met1.png
Supply wires on this layer in grey.
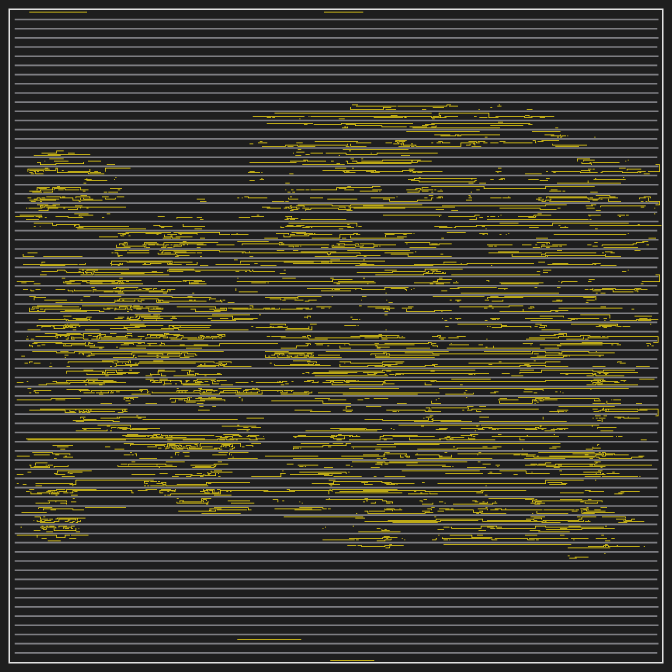
final_placement.png
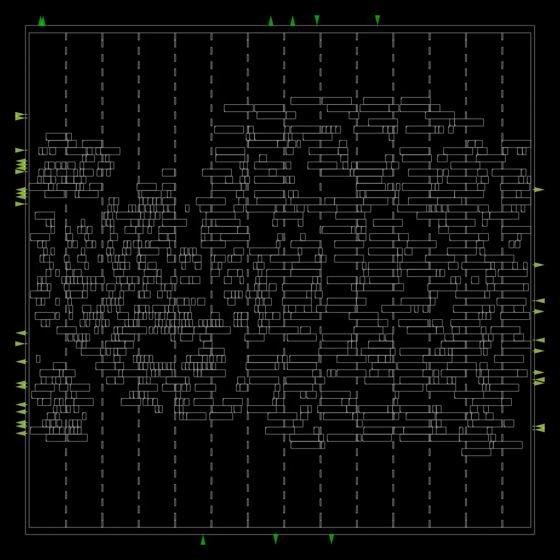
## src/rtl/pds_pkg.sv

```systemverilog
// Shared types and constants for the per-port packet queue.
// Holds the byte width, the input FSM state enum and the stored entry layout.
package pds_pkg;

    localparam int BYTE_W = 8;
    localparam int ENTRY_W = BYTE_W + 2;

    typedef enum logic [1:0] {
        IDLE,
        ACCEPT,
        DISCARD
    } pds_state_t;

    typedef struct packed {
        logic              sop;
        logic              eop;
        logic [BYTE_W-1:0] data;
    } pds_entry_t;

    // Saturating add used by both statistics counters.
    function automatic logic [7:0] sat_add(input logic [7:0] a,
                                           input logic [1:0] b);
        logic [8:0] sum;
        sum = {1'b0, a} + {7'd0, b};
        return sum[8] ? 8'hFF : sum[7:0];
    endfunction

endpackage

```

## src/rtl/pds_buf_ram.sv

```systemverilog
// DEPTH x 10-bit packet storage: one synchronous write, one asynchronous read.
// Ports: clk, we/waddr/wdata (write side), raddr/rdata (combinational read).
module pds_buf_ram
    import pds_pkg::*;
#(
    parameter int DEPTH = 16,
    parameter int AW    = $clog2(DEPTH)
) (
    input  logic          clk,
    input  logic          we,
    input  logic [AW-1:0] waddr,
    input  pds_entry_t    wdata,
    input  logic [AW-1:0] raddr,
    output pds_entry_t    rdata
);

    // Contents are never reset; pointers alone define what is valid.
    pds_entry_t mem [DEPTH];

    always_ff @(posedge clk) begin
        if (we) begin
            mem[waddr] <= wdata;
        end
    end

    assign rdata = mem[raddr];

endmodule

```

## src/rtl/pds_port_queue.sv

```systemverilog
// Per-port packet queue: stores whole packets addressed to PORTNO, drops others.
// Ports: clk, rst (sync, active-high); in_* byte stream (never stalled);
// out_* first-word fall-through committed bytes with out_ready; pkt_cnt, drop_cnt.
module pds_port_queue
    import pds_pkg::*;
#(
    parameter int PORTNO = 1,
    parameter int DEPTH  = 16
) (
    input  logic              clk,
    input  logic              rst,
    input  logic              in_valid,
    input  logic              in_sop,
    input  logic              in_eop,
    input  logic [BYTE_W-1:0] in_data,
    output logic              out_valid,
    input  logic              out_ready,
    output logic              out_sop,
    output logic              out_eop,
    output logic [BYTE_W-1:0] out_data,
    output logic [7:0]        pkt_cnt,
    output logic [7:0]        drop_cnt
);

    localparam int AW = $clog2(DEPTH);
    localparam int PW = AW + 1;
    localparam logic [PW-1:0] DEPTH_P = PW'(DEPTH);
    localparam logic [1:0]    PORT    = PORTNO[1:0];

    pds_state_t    state, state_n;
    logic [PW-1:0] wr, wr_n;
    logic [PW-1:0] commit, commit_n;
    logic [PW-1:0] rd;
    logic [PW-1:0] base;
    logic          base_full;
    logic          full;
    logic          do_sop;
    logic          we;
    logic [AW-1:0] waddr;
    pds_entry_t    wdata;
    pds_entry_t    rdata;
    logic          pkt_inc;
    logic [1:0]    drop_inc;
    logic          rd_fire;

    // Occupancy counts uncommitted bytes too, so an in-flight packet can
    // never overrun data that is still waiting to be read.
    assign full    = (wr - rd) == DEPTH_P;
    assign rd_fire = out_valid & out_ready;

    always_comb begin
        state_n   = state;
        wr_n      = wr;
        commit_n  = commit;
        we        = 1'b0;
        waddr     = wr[AW-1:0];
        wdata     = '{sop: in_sop, eop: in_eop, data: in_data};
        pkt_inc   = 1'b0;
        drop_inc  = 2'd0;
        base      = wr;
        base_full = 1'b0;
        do_sop    = 1'b0;

        if (in_valid) begin
            unique case (state)
                IDLE: begin
                    do_sop = in_sop;
                end
                ACCEPT: begin
                    if (in_sop) begin
                        // Truncated packet: discard its bytes, then
                        // treat this byte as a fresh start of packet.
                        base     = commit;
                        wr_n     = commit;
                        drop_inc = 2'd1;
                        do_sop   = 1'b1;
                    end else if (full) begin
                        wr_n     = commit;
                        drop_inc = 2'd1;
                        state_n  = in_eop ? IDLE : DISCARD;
                    end else begin
                        we   = 1'b1;
                        wr_n = wr + 1'b1;
                        if (in_eop) begin
                            commit_n = wr + 1'b1;
                            pkt_inc  = 1'b1;
                            state_n  = IDLE;
                        end
                    end
                end
                DISCARD: begin
                    if (in_sop) begin
                        do_sop = 1'b1;
                    end else if (in_eop) begin
                        state_n = IDLE;
                    end
                end
                default: begin
                    state_n = IDLE;
                end
            endcase

            if (do_sop) begin
                base_full = (base - rd) == DEPTH_P;
                if (in_data[1:0] != PORT) begin
                    state_n = in_eop ? IDLE : DISCARD;
                end else if (base_full) begin
                    drop_inc = drop_inc + 2'd1;
                    state_n  = in_eop ? IDLE : DISCARD;
                end else begin
                    we    = 1'b1;
                    waddr = base[AW-1:0];
                    wr_n  = base + 1'b1;
                    if (in_eop) begin
                        commit_n = base + 1'b1;
                        pkt_inc  = 1'b1;
                        state_n  = IDLE;
                    end else begin
                        state_n  = ACCEPT;
                    end
                end
            end
        end
    end

    always_ff @(posedge clk) begin
        if (rst) begin
            state    <= IDLE;
            wr       <= '0;
            commit   <= '0;
            rd       <= '0;
            pkt_cnt  <= 8'd0;
            drop_cnt <= 8'd0;
        end else begin
            state    <= state_n;
            wr       <= wr_n;
            commit   <= commit_n;
            if (rd_fire) begin
                rd <= rd + 1'b1;
            end
            pkt_cnt  <= sat_add(pkt_cnt, {1'b0, pkt_inc});
            drop_cnt <= sat_add(drop_cnt, drop_inc);
        end
    end

    pds_buf_ram #(
        .DEPTH (DEPTH),
        .AW    (AW)
    ) u_ram (
        .clk   (clk),
        .we    (we),
        .waddr (waddr),
        .wdata (wdata),
        .raddr (rd[AW-1:0]),
        .rdata (rdata)
    );

    // Only bytes behind the commit pointer are ever presented.
    assign out_valid = rd != commit;
    assign out_sop   = rdata.sop;
    assign out_eop   = rdata.eop;
    assign out_data  = rdata.data;

endmodule

```

## config.mk

```make
export PLATFORM = sky130hd
export DESIGN_NAME = pds_port_queue
export DESIGN_NICKNAME = d
export VERILOG_FILES = /design/src/rtl/pds_pkg.sv /design/src/rtl/pds_buf_ram.sv /design/src/rtl/pds_port_queue.sv
export SDC_FILE = /design/constraint.sdc
export NUM_CORES = 1
export LEC_CHECK = 0
export ABC_AREA = 1
export ABC_CLOCK_PERIOD_IN_PS = 4510
export CAP_MARGIN = 20
export CORE_MARGIN = 1
export CORE_UTILIZATION = 25
export DETAILED_ROUTE_END_ITERATION = 16
export DONT_BUFFER_PORTS = 1
export PLACE_DENSITY = 0.43
export REMOVE_ABC_BUFFERS = 1
export SKIP_CTS_REPAIR_TIMING = 1
export SLEW_MARGIN = 20
export SYNTH_ARGS = -nofsm -noshare
export SYNTH_HDL_FRONTEND = slang
export SYNTH_SLANG_ARGS = --single-unit
```

## constraint.sdc

```tcl
create_clock -name clk -period 4.51 [get_ports clk]
set_clock_uncertainty 0.15 [all_clocks]
set_input_delay 1.1275 -clock clk [delete_from_list [all_inputs] [get_ports clk]]
set_output_delay 1.1275 -clock clk [all_outputs]
set_load 0.05 [all_outputs]
```

==> impl_metrics.csv <==
group,metric,value,unit
status,status,"finished clean",
finish,post-route-cell-area,10500,sq um
synth,ys_warn_count,0,
die,boundaryPins,41,
final_timing,fin_tns_setup,0,ns
synth,yosys_most_used_dff,"sky130_fd_sc_hd__edfxtp_1",
worst_setup_path,reg2reg_from,"state[1]",
detailed_routing,total_wire_length,23.2,mm
finish,antenna_cells_inserted,0,
final_timing,post-route-min-period,3.93,ns
synth,mux_share,0.0438,
final_timing,fin_hold_ws,0.378,ns
detailed_routing,routedLengthMet1,10.8,mm
die,fp_util,0.256,
final_timing,post-route-period-util,0.872,
grt,track_usage,0.128,
finish,fin_cells,1364,
final_timing,timing.fmax,254,MHz
power,vdd_drop_max,0.000264,V
power,clk-power,1.54,mW
final_timing,timing.max_slew.rel_slack,0.507,
synth,ys_cells,869,
worst_setup_path,cp.buffers_inverters,7,
detailed_routing,detailroute.wirelength.met2,11.2,mm
worst_setup_path,crit_end,"drop_cnt[2]",
place,place_inst,1332,
detailed_routing,maxUsedRoutingLayer,"met4",
clock_tree,tritoncts.num_buffers,17,
worst_setup_path,cpMostUsedCell,"sky130_fd_sc_hd__nand2_1",
synth,synthesis.area_per_instance,10.5,sq um
finish,post-route-util,0.293,
finish,clock_buffers,18,
detailed_routing,drt-pass1-iter-count,6,
job,stage_log_warnings,29,
grt,first_pass_grt_wire_length,36.3,mm
hold_path,min-delay-path-class,"reg2reg",
synth,top_cells_by_area,"sky130_fd_sc_hd__edfxtp_1, sky130_fd_sc_hd__dfxtp_1, sky130_fd_sc_hd__nand2_1, sky130_fd_sc_hd__inv_1, sky130_fd_sc_hd__mux2i_1",
detailed_routing,vias,6137,
power,cell_internal_pwr,3.00,mW
power,seq_power_share,0.471,
place,placedInstanceArea,9870,sq um
synth,synth.cellmix.xorXnorShare,0.0134,
final_timing,pnr_worst_setup_slack,0.579,ns
die,chip_area,37300,sq um
die,tapCellCount,461,
synth,synth_sequential_area_ratio,0.607,
finish,ff_latch_area,5550,sq um
worst_setup_path,cp.arrival,4.15,ns
grt,grt_max_degree,44,
job,timing.max_cap.violations,0,
power,comb_power_share,0.173,
grt,grt.busiest_layer,"met2",
power,share_clk_of_total_power,0.357,
Notes on met1.png above:
The layer holds 46% of the routed length. The layer carries 10800 microns of wire.

Notes on final_placement.png above:
final sequential cell count: 197
core region area: 35700 sq um

## worst min-delay path by stage
| stage | slack [ns] | startpoint | end | cells after the start |
|---|---|---|---|---|
| finish | 0.38 | state[0] | state[0] | 2 |
| global route | 0.40 | state[0] | state[0] | 2 |
| CTS | 0.37 | state[0] | state[0] | 2 |
| detailed placement | 0.36 | state[0] | state[0] | 2 |
| global placement | 0.38 | state[0] | state[0] | 2 |
| floorplan | 0.33 | commit[3] | commit[3] | 2 |
## registers in the layout, indices dropped and copies added, names as in the netlist, named ones only
signal,count
u_ram.mem,160
drop_cnt,8
pkt_cnt,8
commit,5
rd,5
wr,5
state,2
## tightest hold or removal path, stage by stage, from the launching register on
cell and delay (ns):
sky130_fd_sc_hd__dfxtp_1 0.34, sky130_fd_sc_hd__nand3_1 0.09, sky130_fd_sc_hd__a21oi_1 0.05
Power and IR drop assume default switching activity.
